==> src/rtl/mc_pkg.sv <==
// Shared opcodes, FSM states, select encodings and the control-word layout for multicycle_controller.
// MD_WAIT exists only when MULDIV_EN is defined.
package mc_pkg;

    localparam logic [6:0] OP_R      = 7'b0110011;
    localparam logic [6:0] OP_I      = 7'b0010011;
    localparam logic [6:0] OP_LOAD   = 7'b0000011;
    localparam logic [6:0] OP_STORE  = 7'b0100011;
    localparam logic [6:0] OP_BRANCH = 7'b1100011;
    localparam logic [6:0] OP_JAL    = 7'b1101111;
    localparam logic [6:0] OP_JALR   = 7'b1100111;
    localparam logic [6:0] OP_LUI    = 7'b0110111;
    localparam logic [6:0] OP_AUIPC  = 7'b0010111;

    typedef enum logic [4:0] {
        FETCH,
        DECODE,
        EXEC_R,
        EXEC_I,
        ALU_WB,
        MEM_ADR,
        MEM_RD,
        MEM_WB,
        MEM_WR,
        BRANCH,
        JAL,
        JALR1,
        JALR2,
        LUI,
        AUIPC,
`ifdef MULDIV_EN
        MD_WAIT,
`endif
        TRAP
    } state_t;

    // result_src encodings
    localparam logic [2:0] RES_ALUOUT = 3'd0;
    localparam logic [2:0] RES_ALU    = 3'd1;
    localparam logic [2:0] RES_MEM    = 3'd2;
    localparam logic [2:0] RES_IMM    = 3'd3;
    localparam logic [2:0] RES_LINK   = 3'd4;
    localparam logic [2:0] RES_MULDIV = 3'd5;

    // imm_src encodings
    localparam logic [2:0] IMM_I = 3'b000;
    localparam logic [2:0] IMM_S = 3'b001;
    localparam logic [2:0] IMM_B = 3'b010;
    localparam logic [2:0] IMM_U = 3'b100;

    typedef struct packed {
        logic       pc_write;
        logic       old_pc_write;
        logic       ir_write;
        logic       reg_write;
        logic       mem_read;
        logic       mem_write;
        logic       adr_src;
        logic [1:0] alu_src_a;
        logic [1:0] alu_src_b;
        logic [1:0] alu_op;
        logic [2:0] imm_src;
        logic [2:0] result_src;
        logic       busy;
        logic       trap;
    } ctrl_t;

endpackage

==> src/rtl/branch_cond.sv <==
// Purpose: evaluates a conditional-branch funct3 against the ALU flags.
// Latency: combinational, zero cycles.
// Backpressure: none; pure function of its inputs.
module branch_cond (
    input  logic [2:0] funct3,
    input  logic       zero,
    input  logic       neg,
    input  logic       ltu,
    output logic       taken,
    output logic       illegal
);

    always_comb begin
        taken   = 1'b0;
        illegal = 1'b0;
        case (funct3)
            3'b000:  taken = zero;
            3'b001:  taken = ~zero;
            3'b100:  taken = neg;
            3'b101:  taken = ~neg;
            3'b110:  taken = ltu;
            3'b111:  taken = ~ltu;
            default: illegal = 1'b1;
        endcase
    end

endmodule

==> src/rtl/multicycle_controller.sv <==
// Purpose: multicycle RV32 control FSM; MULDIV_EN adds the multiply/divide path (m_op, mul_start, mul_done, MD_WAIT).
// Latency: one state per cycle; outputs are combinational from state, opcode, funct3 and flags.
// Backpressure: FETCH/MEM_RD/MEM_WR stall on mem_ready, trapping after WAIT_MAX unanswered cycles.
module multicycle_controller
    import mc_pkg::*;
#(
    parameter int WAIT_MAX = 8,
    parameter int WCNT_W   = 4
) (
    input  logic       clk,
    input  logic       rst,
    input  logic [6:0] opc,
    input  logic [2:0] funct3,
    input  logic       zero,
    input  logic       neg,
    input  logic       ltu,
    input  logic       mem_ready,
`ifdef MULDIV_EN
    input  logic       mul_done,
    input  logic       m_op,
`endif
    output logic       pc_write,
    output logic       old_pc_write,
    output logic       ir_write,
    output logic       reg_write,
    output logic       mem_read,
    output logic       mem_write,
    output logic       adr_src,
    output logic [1:0] alu_src_a,
    output logic [1:0] alu_src_b,
    output logic [1:0] alu_op,
    output logic [2:0] imm_src,
    output logic [2:0] result_src,
`ifdef MULDIV_EN
    output logic       mul_start,
`endif
    output logic       busy,
    output logic       trap
);

    state_t              state_q, state_d;
    logic [WCNT_W-1:0]   cnt_q, cnt_d;
    logic                br_taken, br_illegal;
    logic                waiting, timeout;
    ctrl_t               ctl;
`ifdef MULDIV_EN
    logic                md_wb_q, md_wb_d;
`endif

    branch_cond u_branch_cond (
        .funct3  (funct3),
        .zero    (zero),
        .neg     (neg),
        .ltu     (ltu),
        .taken   (br_taken),
        .illegal (br_illegal)
    );

    assign waiting = (state_q == FETCH) || (state_q == MEM_RD) || (state_q == MEM_WR);
    assign timeout = (cnt_q == WCNT_W'(WAIT_MAX)) && !mem_ready;

    always_comb begin
        state_d = state_q;
        case (state_q)
            FETCH:   if (mem_ready) state_d = DECODE; else if (timeout) state_d = TRAP;
            DECODE: begin
                case (opc)
                    OP_R:              state_d = EXEC_R;
                    OP_I:              state_d = EXEC_I;
                    OP_LOAD, OP_STORE: state_d = MEM_ADR;
                    OP_BRANCH:         state_d = BRANCH;
                    OP_JAL:            state_d = JAL;
                    OP_JALR:           state_d = JALR1;
                    OP_LUI:            state_d = LUI;
                    OP_AUIPC:          state_d = AUIPC;
                    default:           state_d = TRAP;
                endcase
            end
`ifdef MULDIV_EN
            EXEC_R:  state_d = m_op ? MD_WAIT : ALU_WB;
            MD_WAIT: if (mul_done) state_d = ALU_WB;
`else
            EXEC_R:  state_d = ALU_WB;
`endif
            EXEC_I:  state_d = ALU_WB;
            ALU_WB:  state_d = FETCH;
            MEM_ADR: state_d = (opc == OP_STORE) ? MEM_WR : MEM_RD;
            MEM_RD:  if (mem_ready) state_d = MEM_WB; else if (timeout) state_d = TRAP;
            MEM_WB:  state_d = FETCH;
            MEM_WR:  if (mem_ready) state_d = FETCH; else if (timeout) state_d = TRAP;
            BRANCH:  state_d = br_illegal ? TRAP : FETCH;
            JAL:     state_d = FETCH;
            JALR1:   state_d = JALR2;
            JALR2:   state_d = FETCH;
            LUI:     state_d = FETCH;
            AUIPC:   state_d = FETCH;
            TRAP:    state_d = TRAP;
            default: state_d = TRAP;
        endcase
    end

    // Counter only runs while stalled in the same wait state; any transition restarts it.
    always_comb begin
        cnt_d = '0;
        if (waiting && !mem_ready && (state_d == state_q))
            cnt_d = cnt_q + 1'b1;
    end

`ifdef MULDIV_EN
    assign md_wb_d = (state_q == MD_WAIT) && mul_done;
`endif

    always_ff @(posedge clk) begin
        if (!rst) begin
            state_q <= FETCH;
            cnt_q   <= '0;
`ifdef MULDIV_EN
            md_wb_q <= 1'b0;
`endif
        end else begin
            state_q <= state_d;
            cnt_q   <= cnt_d;
`ifdef MULDIV_EN
            md_wb_q <= md_wb_d;
`endif
        end
    end

    // While rst is low the outputs look like an idle FETCH, whatever state_q holds.
    always_comb begin
        ctl = '0;
        if (!rst) begin
            ctl.mem_read = 1'b1;
        end else begin
            ctl.busy = (state_q != FETCH);
            case (state_q)
                FETCH: begin
                    ctl.mem_read = 1'b1;
                    if (mem_ready) begin
                        ctl.ir_write     = 1'b1;
                        ctl.pc_write     = 1'b1;
                        ctl.old_pc_write = 1'b1;
                        ctl.alu_src_b    = 2'b10;
                        ctl.result_src   = RES_ALU;
                    end
                end
                DECODE: begin
                    ctl.alu_src_a = 2'b01;
                    ctl.alu_src_b = 2'b01;
                    ctl.imm_src   = IMM_B;
                end
                EXEC_R: begin
                    ctl.alu_src_a = 2'b10;
                    ctl.alu_op    = 2'b10;
                end
                EXEC_I: begin
                    ctl.imm_src   = IMM_I;
                    ctl.alu_src_b = 2'b01;
                    ctl.alu_op    = 2'b10;
                end
                ALU_WB: begin
                    ctl.reg_write  = 1'b1;
                    ctl.result_src = RES_ALUOUT;
`ifdef MULDIV_EN
                    if (md_wb_q) ctl.result_src = RES_MULDIV;
`endif
                end
                MEM_ADR: ctl.imm_src = (opc == OP_STORE) ? IMM_S : IMM_I;
                MEM_RD: begin
                    ctl.adr_src  = 1'b1;
                    ctl.mem_read = 1'b1;
                end
                MEM_WB: begin
                    ctl.reg_write  = 1'b1;
                    ctl.result_src = RES_MEM;
                end
                MEM_WR: begin
                    ctl.adr_src   = 1'b1;
                    ctl.mem_write = 1'b1;
                end
                BRANCH: begin
                    ctl.alu_op   = 2'b01;
                    ctl.pc_write = br_taken && !br_illegal;
                end
                JAL: begin
                    ctl.reg_write  = 1'b1;
                    ctl.result_src = RES_LINK;
                    ctl.pc_write   = 1'b1;
                end
                JALR1: begin
                    ctl.reg_write  = 1'b1;
                    ctl.result_src = RES_LINK;
                    ctl.alu_src_a  = 2'b10;
                    ctl.alu_src_b  = 2'b01;
                    ctl.imm_src    = IMM_I;
                end
                JALR2: begin
                    ctl.pc_write   = 1'b1;
                    ctl.result_src = RES_ALUOUT;
                end
                LUI: begin
                    ctl.reg_write  = 1'b1;
                    ctl.imm_src    = IMM_U;
                    ctl.result_src = RES_IMM;
                end
                AUIPC: begin
                    ctl.reg_write  = 1'b1;
                    ctl.alu_src_a  = 2'b01;
                    ctl.alu_src_b  = 2'b01;
                    ctl.imm_src    = IMM_U;
                    ctl.result_src = RES_ALUOUT;
                end
                TRAP:    ctl.trap = 1'b1;
                default: ;
            endcase
        end
    end

`ifdef MULDIV_EN
    assign mul_start = rst && (state_q == EXEC_R) && m_op;
`endif

    assign pc_write     = ctl.pc_write;
    assign old_pc_write = ctl.old_pc_write;
    assign ir_write     = ctl.ir_write;
    assign reg_write    = ctl.reg_write;
    assign mem_read     = ctl.mem_read;
    assign mem_write    = ctl.mem_write;
    assign adr_src      = ctl.adr_src;
    assign alu_src_a    = ctl.alu_src_a;
    assign alu_src_b    = ctl.alu_src_b;
    assign alu_op       = ctl.alu_op;
    assign imm_src      = ctl.imm_src;
    assign result_src   = ctl.result_src;
    assign busy         = ctl.busy;
    assign trap         = ctl.trap;

endmodule

==> config.mk <==
export PLATFORM = sky130hd
export DESIGN_NAME = multicycle_controller
export DESIGN_NICKNAME = d
export VERILOG_FILES = /design/src/rtl/mc_pkg.sv /design/src/rtl/branch_cond.sv /design/src/rtl/multicycle_controller.sv
export SDC_FILE = /design/constraint.sdc
export NUM_CORES = 1
export LEC_CHECK = 0
export ABC_AREA = 1
export CAP_MARGIN = 40
export CORE_MARGIN = 8
export CORE_UTILIZATION = 49
export CTS_CLUSTER_DIAMETER = 40
export DETAILED_ROUTE_END_ITERATION = 7
export PLACE_DENSITY = 0.94
export REMOVE_ABC_BUFFERS = 1
export SETUP_SLACK_MARGIN = 0.3
export SKIP_LAST_GASP = 1
export SYNTH_ARGS = -nofsm -noshare
export SYNTH_HDL_FRONTEND = slang
export SYNTH_SLANG_ARGS = --single-unit
==> constraint.sdc <==
create_clock -name clk -period 4.18 [get_ports clk]
set_input_delay 1.254 -clock clk [delete_from_list [all_inputs] [get_ports clk]]
set_output_delay 1.254 -clock clk [all_outputs]
set_load 0.03 [all_outputs]
### Floorplan with the power grid

Pins as bars on the die edge. Tap cells in grey.
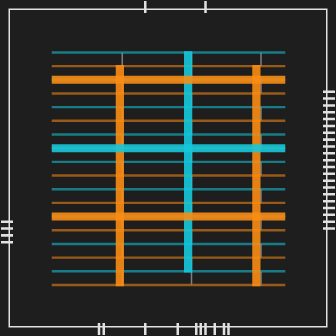
[VSS] orange
[VDD] cyan
signal pins: 37
rows: 17
met4 straps: 3
tap cells: 28
met5 straps: 3

### Placed cells, one colour a class

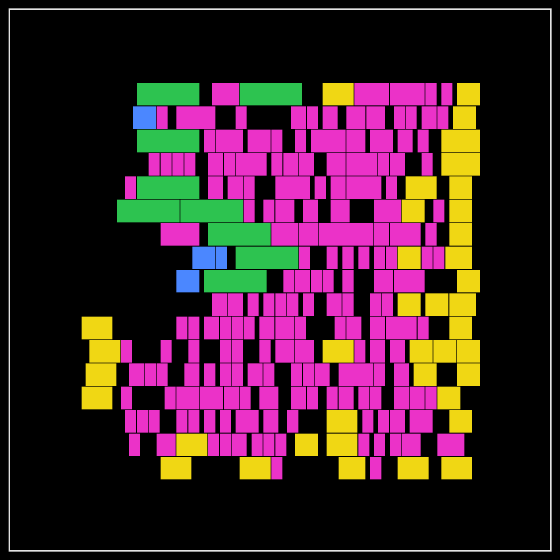
[remaining logic cells] magenta | cells: 176
[registers] green | cells: 9
[remaining buffers and delay cells] yellow | cells: 38
[clock drivers and dummy loads] blue | cells: 4

### Routed clock nets over the placement

The bar under the picture is 20 µm long.
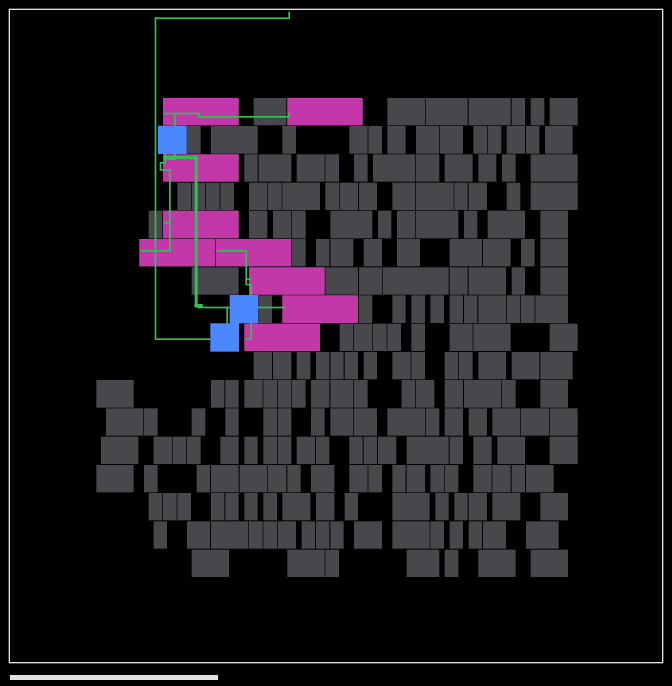
[clock-net drivers] blue | count: 3
[flip-flops] magenta | count: 9
[clock wires] green | length: 123 µm
routed clock nets: 4

### Signal wires by layer

The bar under the picture is 20 µm long.
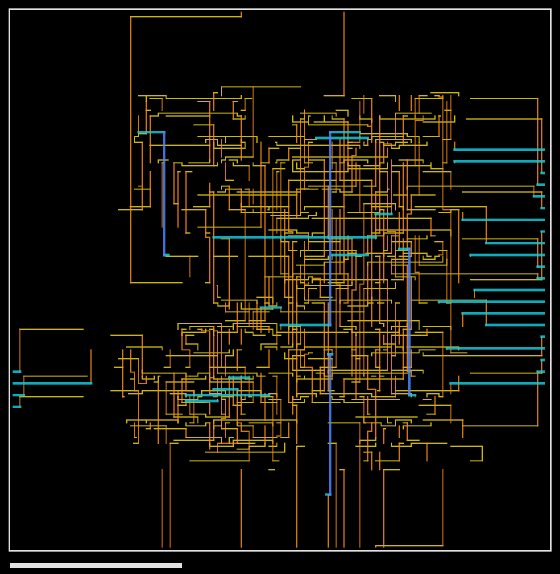
[M4] blue | wire length: 70.0 µm
[M2] orange | wire length: 1320 µm
[M3] cyan | wire length: 187 µm
[M1] yellow | wire length: 1290 µm

### Routing congestion

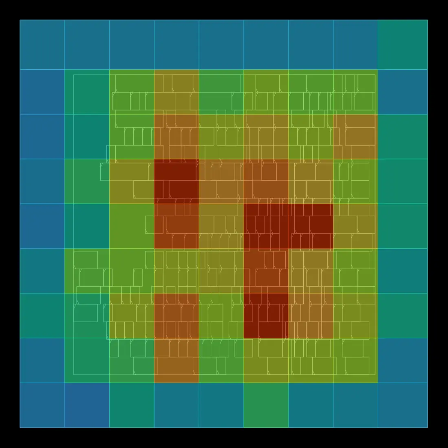
GR Layer Usage met1: 17.87%
routed len/inst: 11.24 µm

==> flow_metrics.tcl <==
# implementation run metrics
set metrics [dict create \
    status "complete, no violations" \
    rows 17 \
    chipArea_um2 3948 \
    synth_chip_area_um2 1075 \
    vias 1323 \
    endpoint_kind "primary output" \
    ys_sh_mux_pct 0 \
    min_delay_path_depth 1 \
    setup-tns-final_ps 0 \
    htree_levels 1 \
    comb_share_pct 54.25 \
    logic_family "simple AND/OR/NAND/NOR gates" \
    cp_slowest_cell "clkdlybuf4s50_1" \
    regArea_um2 180.2 \
    num-nonclk-inverters 26 \
    crit_fanout 4 \
    yosys_warnings 0 \
    p_leak_nw 0.7247 \
    fp_util_pct 50.03 \
    logic_gates 150 \
    clkSlewWorstSetupHoldPaths_ps 60 \
    drive_gt1_share_pct 21.15 \
    grt_pass1_wl_um 5043 \
    route.detailed.drc 0 \
    core_area_um2 2148 \
    min_period_over_period_pct 90.61 \
    xor_share_pct 2.445 \
    yosysMostFrequentCell "nand2_1" \
    path_cells "clkdlybuf4s50_1 -> inv_1 -> nor2_1 -> a221oi_1 -> o21ai_0 -> buf_4" \
    ys_ff 9 \
    rr_endpoint "cnt_q[1]$_SDFF_PN0_" \
    critPathRequiredTime_ps 2930 \
    min_path_type "register to register" \
    r2r-start "state_q[1]$_SDFF_PN0_" \
    worst_setup_path_start_kind "input pin" \
    ys_cells 187 \
    place_area_um2 1431 \
    ff2ff_path_depth 12 \
    fa_ha_area_share_pct 2.328 \
    port-buffer-count 36 \
    area_growth_pct 36.90 \
    n_clock_buffer 4 \
    ys_seq_share_pct 16.76 \
    min_from "cnt_q[0]$_SDFF_PN0_" \
    hold_viol_final 0 \
    syn_inst 187 \
    setup_viol 0 \
    clkSinkCount 9 \
    simple_gate_area_share_pct 52.85 \
    grt_max_degree 10 \
    grt_pass1_vias 1211 \
    buf_share_pct 22.70 \
    power_density_nw_per_um2 182.0 \
    cp_slowest_stage_delay_ps 470 \
    flops 9 \
    num_antenna_cells 0 \
    dp_hpwl_um 2368 \
    gp_congestion 0.9175 \
    synthFlopType "dfxtp_1" \
    vdd_drop_max_mv 0.1761 \
    antenna_left 0 \
    tool_warnings 27 \
    synth_top_area_share_pct 16.76 \
    crit_end "pc_write" \
    worst-path-stages 6 \
    clockRootBuffer "clkbuf_4" \
    fin_nets 246 \
    grtUsageTotal_pct 14.64 \
    drt_pass1_iterations 4 \
    ys_async_sr_fraction_pct 0 \
    fp.dieW_um 62.84 \
    clkCellAreaFrac_pct 1.786 \
    top_area_cell "dfxtp_1" \
    fin_area_um2 1471 \
    fillers 191 \
    antenna_found_initial 0 \
    vias_per_cell 5.188 \
    taps 28 \
    ctsLongestPathBuffers 2 \
    drt-total-wl_um 2866 \
    path_class "input pin to primary output" \
    area_leaders "dfxtp_1, nand2_1, nor2_1" \
    rsz0062_at_grt "true" \
    path_buffers 3 \
    ys_sh_aoi_pct 15.13 \
    grt_remaining_overflow 0 \
    largest_cell_class "combinational gates" \
    crit_family "buffers and inverters" \
    crit_arrival_ps 2530 \
    drt_iter0_drc 75 \
    setup.worst_path.start "mem_ready" \
    numCtsBuffers 3 \
    seqAreaFraction_pct 12.24 \
    clk_latency_ps 250 \
    layout_top_cell "nand2_1" \
]
==> through the flow <==
stage               power [mW]  util, %  hold slack, ps  worst slack (ps)  cells
finish                  0.2678    68.49           463.6             392.6    255
floorplan               0.1662        -           429.7             101.5    185
global route            0.2894    68.49           476.9             288.7    255
global placement        0.2049    66.63           443.0             215.1    251
detailed placement      0.2063    66.63           452.1             193.8    251
CTS                     0.2696    67.68           465.9             303.3    255
==> where the power goes <==
| group | internal, mW | switching, mW |
|---|---|---|
| Combinational | 0.0427 | 0.0653 |
| Clock | 0.0365 | 0.0258 |
| Sequential | 0.0897 | 0.00788 |
==> cells by family (layout without fill, tap and decap cells) <==
group | after synthesis | in the layout
DFF | 9 | 9
and+or+nand+nor | 117 | 117
xor gates and xnor gates | 3 | 3
other | 1 | 1
adders and majority gates | 2 | 2
buffers and inverters | 28 | 68
AOI/OAI and AO/OA | 27 | 27
==> sequential cells by signal (all words and copies together), names as in the netlist <==
register / cells
cnt_q: 4
state_q: 5
==> how the worst min path moves through the flow <==
stage / to
2_1_floorplan: cnt_q[0]$_SDFF_PN0_
3_3_place_gp: cnt_q[0]$_SDFF_PN0_
3_5_place_dp: cnt_q[0]$_SDFF_PN0_
4_1_cts: cnt_q[0]$_SDFF_PN0_
5_1_grt: cnt_q[0]$_SDFF_PN0_
6_report: cnt_q[0]$_SDFF_PN0_
==> routing by layer <==
layer	up-vias	GRT usage, %	part of all wire, %
met5	-	0	0
met4	0	8.832	2.4
met3	8	3.047	6.5
met2	53	22.90	46
met1	578	17.87	45
li1	684	-	-
==> repair_timing <==
action                     4_1_cts  5_1_grt
hold buffers                     0        0
setup endpoints to repair        3        6
resized                          3        6
cloned                           0        0
Power figures rest on the tool's default switching activity, not on a simulated workload.
